### Logic cells by family

Scale bar: 100 um.
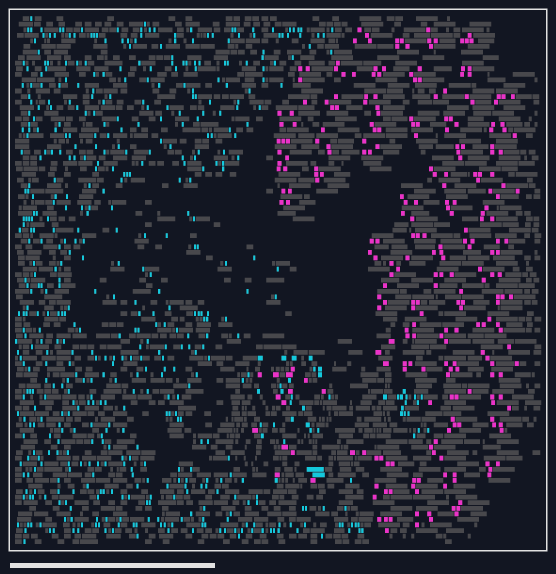
### Placement density heat map

26 x 26 tiles, from black (low) to pale yellow (high), 0 to 100% covered.
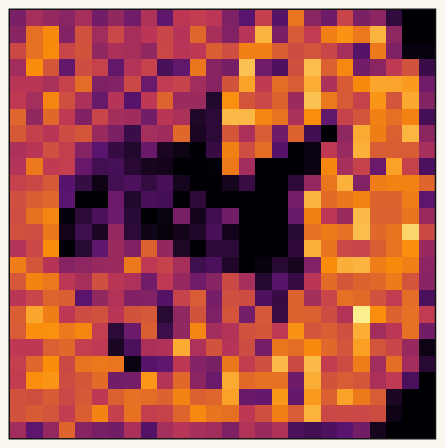
### Placement view

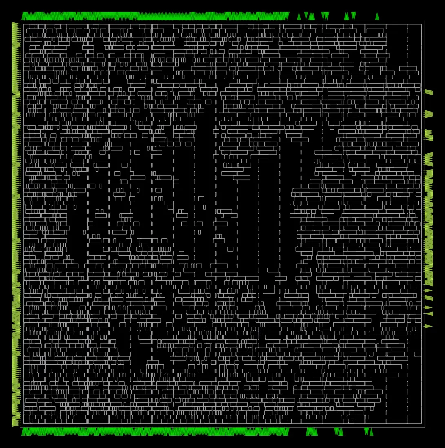
**config.mk**
```make
export PLATFORM = sky130hd
export DESIGN_NAME = engine_sequencer_flat
export DESIGN_NICKNAME = d
export VERILOG_FILES = /design/src/rtl/engine_sequencer_if.sv /design/src/rtl/engine_sequencer.sv /design/src/flat_wrapper.sv
export SDC_FILE = /design/constraint.sdc
export NUM_CORES = 1
export LEC_CHECK = 0
export CORE_AREA = 2 2 260 262
export CTS_CLUSTER_SIZE = 20
export DETAILED_ROUTE_END_ITERATION = 7
export DIE_AREA = 0 0 262 264
export GPL_ROUTABILITY_DRIVEN = 1
export PLACE_DENSITY_LB_ADDON = 0.25
export SYNTH_ARGS = -nofsm -noshare
export SYNTH_HDL_FRONTEND = slang
export SYNTH_SLANG_ARGS = --single-unit
```
**constraint.sdc**
```tcl
create_clock -name clk -period 2.8 [get_ports clk]
set_input_delay 0.56 -clock clk [delete_from_list [all_inputs] [get_ports clk]]
set_output_delay 0.56 -clock clk [all_outputs]
set_load 0.02 [all_outputs]
```
**src/rtl/engine_sequencer_if.sv**
```systemverilog
// Connection between the job sequencer and the shared PE engine.
// The sequencer drives registered operands; the engine returns result_out a fixed latency later.
interface engine_if #(
    parameter int DATA_WIDTH   = 16,
    parameter int WEIGHT_WIDTH = 4,
    parameter int RESULT_WIDTH = 16,
    parameter int PE_NUM       = 4
) ();
    logic [WEIGHT_WIDTH-1:0]        common_weight_in;
    logic [PE_NUM*4*DATA_WIDTH-1:0] data_in;
    logic [PE_NUM*RESULT_WIDTH-1:0] result_out;

    modport engine_master (
        output common_weight_in,
        output data_in,
        input  result_out
    );

    modport engine_slave (
        input  common_weight_in,
        input  data_in,
        output result_out
    );
endinterface

```
**src/rtl/engine_sequencer.sv**
```systemverilog
// Job-level controller: fetches weight/data beats, issues them to the PE engine,
// tracks them through the fixed engine latency and buffers results in a credit-protected FIFO.
module engine_sequencer #(
    parameter int DATA_WIDTH   = 16,
    parameter int WEIGHT_WIDTH = 4,
    parameter int RESULT_WIDTH = 16,
    parameter int PE_NUM       = 4,
    parameter int ENGINE_LAT   = 2,
    parameter int LEN_WIDTH    = 8,
    parameter int FIFO_DEPTH   = 4
) (
    input  logic                           clk,
    input  logic                           rst,
    input  logic                           start,
    input  logic [LEN_WIDTH-1:0]           len,
    output logic                           busy,
    output logic                           done,
    input  logic                           w_valid,
    output logic                           w_ready,
    input  logic [WEIGHT_WIDTH-1:0]        w_data,
    input  logic                           d_valid,
    output logic                           d_ready,
    input  logic [PE_NUM*4*DATA_WIDTH-1:0] d_data,
    engine_if.engine_master                eng,
    output logic                           res_valid,
    input  logic                           res_ready,
    output logic [PE_NUM*RESULT_WIDTH-1:0] res_data,
    output logic                           res_last,
    output logic [1:0]                     dbg_state
);
    localparam int CNT_W = $clog2(FIFO_DEPTH + 1);
    localparam int PTR_W = (FIFO_DEPTH > 1) ? $clog2(FIFO_DEPTH) : 1;

    typedef enum logic [1:0] {S_IDLE, S_RUN, S_DRAIN, S_DONE} state_t;

    state_t                         state_q, state_d;
    logic [LEN_WIDTH-1:0]           len_q, len_d;
    logic [LEN_WIDTH-1:0]           issued_q, issued_d;
    logic [WEIGHT_WIDTH-1:0]        weight_q;
    logic [PE_NUM*4*DATA_WIDTH-1:0] data_q;
    logic [ENGINE_LAT:0]            vld_pipe_q, vld_pipe_d;
    logic [ENGINE_LAT:0]            last_pipe_q, last_pipe_d;
    logic [CNT_W-1:0]               in_flight_q, in_flight_d;
    logic [CNT_W-1:0]               fifo_cnt_q, fifo_cnt_d;
    logic [PTR_W-1:0]               rd_ptr_q, rd_ptr_d;
    logic [PTR_W-1:0]               wr_ptr_q, wr_ptr_d;
    logic [PE_NUM*RESULT_WIDTH-1:0] mem_q [FIFO_DEPTH];
    logic [FIFO_DEPTH-1:0]          last_mem_q;

    logic             issue;
    logic             push;
    logic             pop;
    logic             credit_ok;
    logic [CNT_W:0]   outstanding;

    function automatic logic [PTR_W-1:0] nxt_ptr(input logic [PTR_W-1:0] p);
        return (p == PTR_W'(FIFO_DEPTH - 1)) ? '0 : p + 1'b1;
    endfunction

    // Outstanding work counts both in-flight beats and buffered results, from registered
    // counts only, so a result popped this cycle frees its slot one cycle later.
    assign outstanding = {1'b0, in_flight_q} + {1'b0, fifo_cnt_q};
    assign credit_ok   = outstanding < (CNT_W + 1)'(FIFO_DEPTH);

    assign push      = vld_pipe_q[ENGINE_LAT];
    assign res_valid = (fifo_cnt_q != '0);
    assign pop       = res_valid & res_ready;
    assign res_data  = mem_q[rd_ptr_q];
    assign res_last  = res_valid & last_mem_q[rd_ptr_q];

    assign eng.common_weight_in = weight_q;
    assign eng.data_in          = data_q;
    assign dbg_state            = state_q;

    // Stream handshake: a beat moves on valid&ready. w_ready and d_ready are raised together,
    // only in the cycle both streams are valid and the beat is actually issued.
    always_comb begin
        state_d  = state_q;
        len_d    = len_q;
        issued_d = issued_q;
        issue    = 1'b0;
        busy     = 1'b0;
        done     = 1'b0;
        case (state_q)
            S_IDLE: begin
                if (start) begin
                    if (len == '0) begin
                        state_d = S_DONE;
                    end else begin
                        len_d    = len;
                        issued_d = '0;
                        state_d  = S_RUN;
                    end
                end
            end
            S_RUN: begin
                busy = 1'b1;
                if (w_valid && d_valid && credit_ok && (issued_q < len_q)) begin
                    issue    = 1'b1;
                    issued_d = issued_q + 1'b1;
                    if (issued_d == len_q) begin
                        state_d = S_DRAIN;
                    end
                end
            end
            S_DRAIN: begin
                busy = 1'b1;
                if ((in_flight_q == '0) && (fifo_cnt_q == '0)) begin
                    state_d = S_DONE;
                end
            end
            S_DONE: begin
                done    = 1'b1;
                state_d = S_IDLE;
            end
            default: state_d = S_IDLE;
        endcase
        w_ready = issue;
        d_ready = issue;
    end

    always_comb begin
        vld_pipe_d     = '0;
        last_pipe_d    = '0;
        vld_pipe_d[0]  = issue;
        last_pipe_d[0] = issue && (issued_q == len_q - 1'b1);
        for (int k = 1; k <= ENGINE_LAT; k++) begin
            vld_pipe_d[k]  = vld_pipe_q[k-1];
            last_pipe_d[k] = last_pipe_q[k-1];
        end
        in_flight_d = in_flight_q + CNT_W'(issue) - CNT_W'(push);
        fifo_cnt_d  = fifo_cnt_q + CNT_W'(push) - CNT_W'(pop);
        wr_ptr_d    = push ? nxt_ptr(wr_ptr_q) : wr_ptr_q;
        rd_ptr_d    = pop ? nxt_ptr(rd_ptr_q) : rd_ptr_q;
    end

    always_ff @(posedge clk) begin
        if (rst) begin
            state_q     <= S_IDLE;
            len_q       <= '0;
            issued_q    <= '0;
            weight_q    <= '0;
            data_q      <= '0;
            vld_pipe_q  <= '0;
            last_pipe_q <= '0;
            in_flight_q <= '0;
            fifo_cnt_q  <= '0;
            rd_ptr_q    <= '0;
            wr_ptr_q    <= '0;
            last_mem_q  <= '0;
            for (int i = 0; i < FIFO_DEPTH; i++) begin
                mem_q[i] <= '0;
            end
        end else begin
            state_q     <= state_d;
            len_q       <= len_d;
            issued_q    <= issued_d;
            vld_pipe_q  <= vld_pipe_d;
            last_pipe_q <= last_pipe_d;
            in_flight_q <= in_flight_d;
            fifo_cnt_q  <= fifo_cnt_d;
            rd_ptr_q    <= rd_ptr_d;
            wr_ptr_q    <= wr_ptr_d;
            if (issue) begin
                weight_q <= w_data;
                data_q   <= d_data;
            end
            if (push) begin
                mem_q[wr_ptr_q]      <= eng.result_out;
                last_mem_q[wr_ptr_q] <= last_pipe_q[ENGINE_LAT];
            end
        end
    end

    // Credit gating makes a push into a full FIFO unreachable.
    fifo_no_overflow: assert property (@(posedge clk) disable iff (rst)
        !(push && (fifo_cnt_q == CNT_W'(FIFO_DEPTH))));

endmodule

```
**src/flat_wrapper.sv**
```systemverilog
// flat-port wrapper written by rule: the top's interface ports become plain ports
module engine_sequencer_flat 
#(
    parameter int DATA_WIDTH   = 16,
    parameter int WEIGHT_WIDTH = 4,
    parameter int RESULT_WIDTH = 16,
    parameter int PE_NUM       = 4,
    parameter int ENGINE_LAT   = 2,
    parameter int LEN_WIDTH    = 8,
    parameter int FIFO_DEPTH   = 4
)
  (clk, rst, start, len, busy, done, w_valid, w_ready, w_data, d_valid, d_ready, d_data, res_valid, res_ready, res_data, res_last, dbg_state, eng_common_weight_in, eng_data_in, eng_result_out);
  engine_if #(.DATA_WIDTH(DATA_WIDTH), .WEIGHT_WIDTH(WEIGHT_WIDTH), .RESULT_WIDTH(RESULT_WIDTH), .PE_NUM(PE_NUM)) eng_i ();
  input  logic clk;
  input  logic rst;
  input  logic start;
  input  logic [LEN_WIDTH-1:0] len;
  output logic busy;
  output logic done;
  input  logic w_valid;
  output logic w_ready;
  input  logic [WEIGHT_WIDTH-1:0] w_data;
  input  logic d_valid;
  output logic d_ready;
  input  logic [PE_NUM*4*DATA_WIDTH-1:0] d_data;
  output logic res_valid;
  input  logic res_ready;
  output logic [PE_NUM*RESULT_WIDTH-1:0] res_data;
  output logic res_last;
  output logic [1:0] dbg_state;
  output wire logic [$bits(eng_i.common_weight_in)-1:0] eng_common_weight_in;
  output wire logic [$bits(eng_i.data_in)-1:0] eng_data_in;
  input wire logic [$bits(eng_i.result_out)-1:0] eng_result_out;
  assign eng_common_weight_in = eng_i.common_weight_in;
  assign eng_data_in = eng_i.data_in;
  assign eng_i.result_out = eng_result_out;
  engine_sequencer #(.DATA_WIDTH(DATA_WIDTH), .WEIGHT_WIDTH(WEIGHT_WIDTH), .RESULT_WIDTH(RESULT_WIDTH), .PE_NUM(PE_NUM), .ENGINE_LAT(ENGINE_LAT), .LEN_WIDTH(LEN_WIDTH), .FIFO_DEPTH(FIFO_DEPTH)) u_core (.clk(clk), .rst(rst), .start(start), .len(len), .busy(busy), .done(done), .w_valid(w_valid), .w_ready(w_ready), .w_data(w_data), .d_valid(d_valid), .d_ready(d_ready), .d_data(d_data), .eng(eng_i), .res_valid(res_valid), .res_ready(res_ready), .res_data(res_data), .res_last(res_last), .dbg_state(dbg_state));
endmodule
```
==> flow_metrics.env <==
# yosys + openroad results
export IMPL_route_met2_wl_um=42000
export IMPL_ys_sh_mux=0.0672
export IMPL_start_kind="flop"
export IMPL_ys_async_sr_fraction=0
export IMPL_worstPathMaxFanout=3
export IMPL_min_path_type="input pin to flop"
export IMPL_nClkBuffers=95
export IMPL_hold_end="u_core.fifo_cnt_q[1]"
export IMPL_cts_root_buf="clkbuf_16"
export IMPL_outcome="finished clean"
export IMPL_leakagePower_nw=11.4
export IMPL_avgSynthCellArea_um2=10.9
export IMPL_path_class="flop to output port"
export IMPL_ctsResizeCount=158
export IMPL_yosys_stat_chipArea_um2=22300
export IMPL_max_vdd_ir_drop_mv=0.461
export IMPL_warnings=44
export IMPL_cts_setup_buffers=12
export IMPL_r2r_setup_slack_ns=0.10
export IMPL_dr_pass1_iters=5
export IMPL_dominant_cells="flip-flops and latches"
export IMPL_critPathLaunch="u_core.fifo_cnt_q[2]"
export IMPL_power_frac_clock=0.361
export IMPL_area_leaders="edfxtp_1, dfxtp_1, nand2_1, and2_1, mux4_2"
export IMPL_worst_path_max_delay_cell="dfxtp_4"
export IMPL_regArea_um2=13700
export IMPL_dr_first_iter_drc_count=1156
export IMPL_fp_dieH_um=264
export IMPL_holdPathStages=2
export IMPL_yosysTopAreaCell="edfxtp_1"
export IMPL_worstSetupPathDepth=7
export IMPL_tightest_slew_ns=0.866
export IMPL_buffer_area_frac=0.228
export IMPL_ys_flops=556
export IMPL_final_cell_mix="clkdlybuf4s50_1, nand2_1, dfxtp_1"
export IMPL_sh_seq_area=0.425
export IMPL_cellInternalPower_mw=15.5
export IMPL_wl_met3_um=6440
export IMPL_yosysUniqueCellTypes=60
export IMPL_synth_edff_count=256
export IMPL_ys_warn_count=0
export IMPL_hpwl_um=59400
export IMPL_power_switching_mw=6.02
export IMPL_inv_count=23
export IMPL_ys_sh_adder=0.0158
export IMPL_pre_cts_ws_ns=-0.299
export IMPL_antenna_found_initial=29
export IMPL_fin_area_um2=32200
export IMPL_seq_power_mw=9.12
export IMPL_clk_share=0.0600
export IMPL_critPathBufInv=2
export IMPL_flop_count=556
export IMPL_dr_total_vias=17700
export IMPL_grt_max_degree=184
export IMPL_max_cap_violations=0
export IMPL_common_cells="nand2_1, dfxtp_1, a21oi_1, and2_1, edfxtp_1"
export IMPL_avgViaCountPerCell=4.86
export IMPL_antenna_cells=3
export IMPL_die_w_um=262
export IMPL_combPwrFrac=0.216
export IMPL_mostFrequentLayoutCell="clkdlybuf4s50_1"
export IMPL_grtUsageTotal=0.232
export IMPL_path_clk_slew_ns=0.06
export IMPL_yosys_area_share_xor_xnor=0.00669
export IMPL_gr_total_overflow=0
export IMPL_synth_nets=2414
export IMPL_max_slew_margin_rel=0.422
export IMPL_flop_cell="dfxtp_1"
export IMPL_max_stage_delay_ns=0.36
export IMPL_fill_cells=6149
export IMPL_min_from="rst"
export IMPL_hold_buffers=0
export IMPL_area_growth_pct=44.8
Back to the opening pictures, 'Logic cells by family':
AND and OR gates: in magenta, cells 276. NAND gates: in cyan, cells 564.

Back to the opening pictures, 'Placement density heat map':
The emptiest ninth of the die: center. 7.2% of the tiles are nearly empty. The fullest tile reaches 97%.
Layout Utilization: 0.484
CORE AREA: 66600 um^2

Back to the opening pictures, 'Placement view':
n_taps: 873
Core Rows: 95

kinds of logic after synthesis:
group	after synthesis
AND-OR/OR-AND	329
AND/OR/NAND/NOR	891
flip-flops	556
multiplexers	67
buffers and inverters	162
adder cells (fa/ha/maj)	27
XOR/XNOR	17
metrics by stage:
stage / std cells / total power, mW / hold WS (ns) / setup TNS (ns)
final: 3637 / 21.5 / 0.241 / 0
after global routing: 3635 / 22.4 / 0.234 / -0.151
after CTS: 3630 / 21.8 / 0.204 / -0.238
after detailed placement: 3505 / 14.0 / 0.430 / -18.61
after global placement: 3505 / 14.0 / 0.419 / -12.38
after floorplan: 2049 / 11.7 / 0.414 / 0
layer usage:
layer	vias to the layer above	GRT usage
li1	8305	-
met1	8563	0.272
met2	622	0.406
met3	150	0.0692
met4	30	0.0670
met5	-	0
Power is estimated from default activity; no workload was simulated.
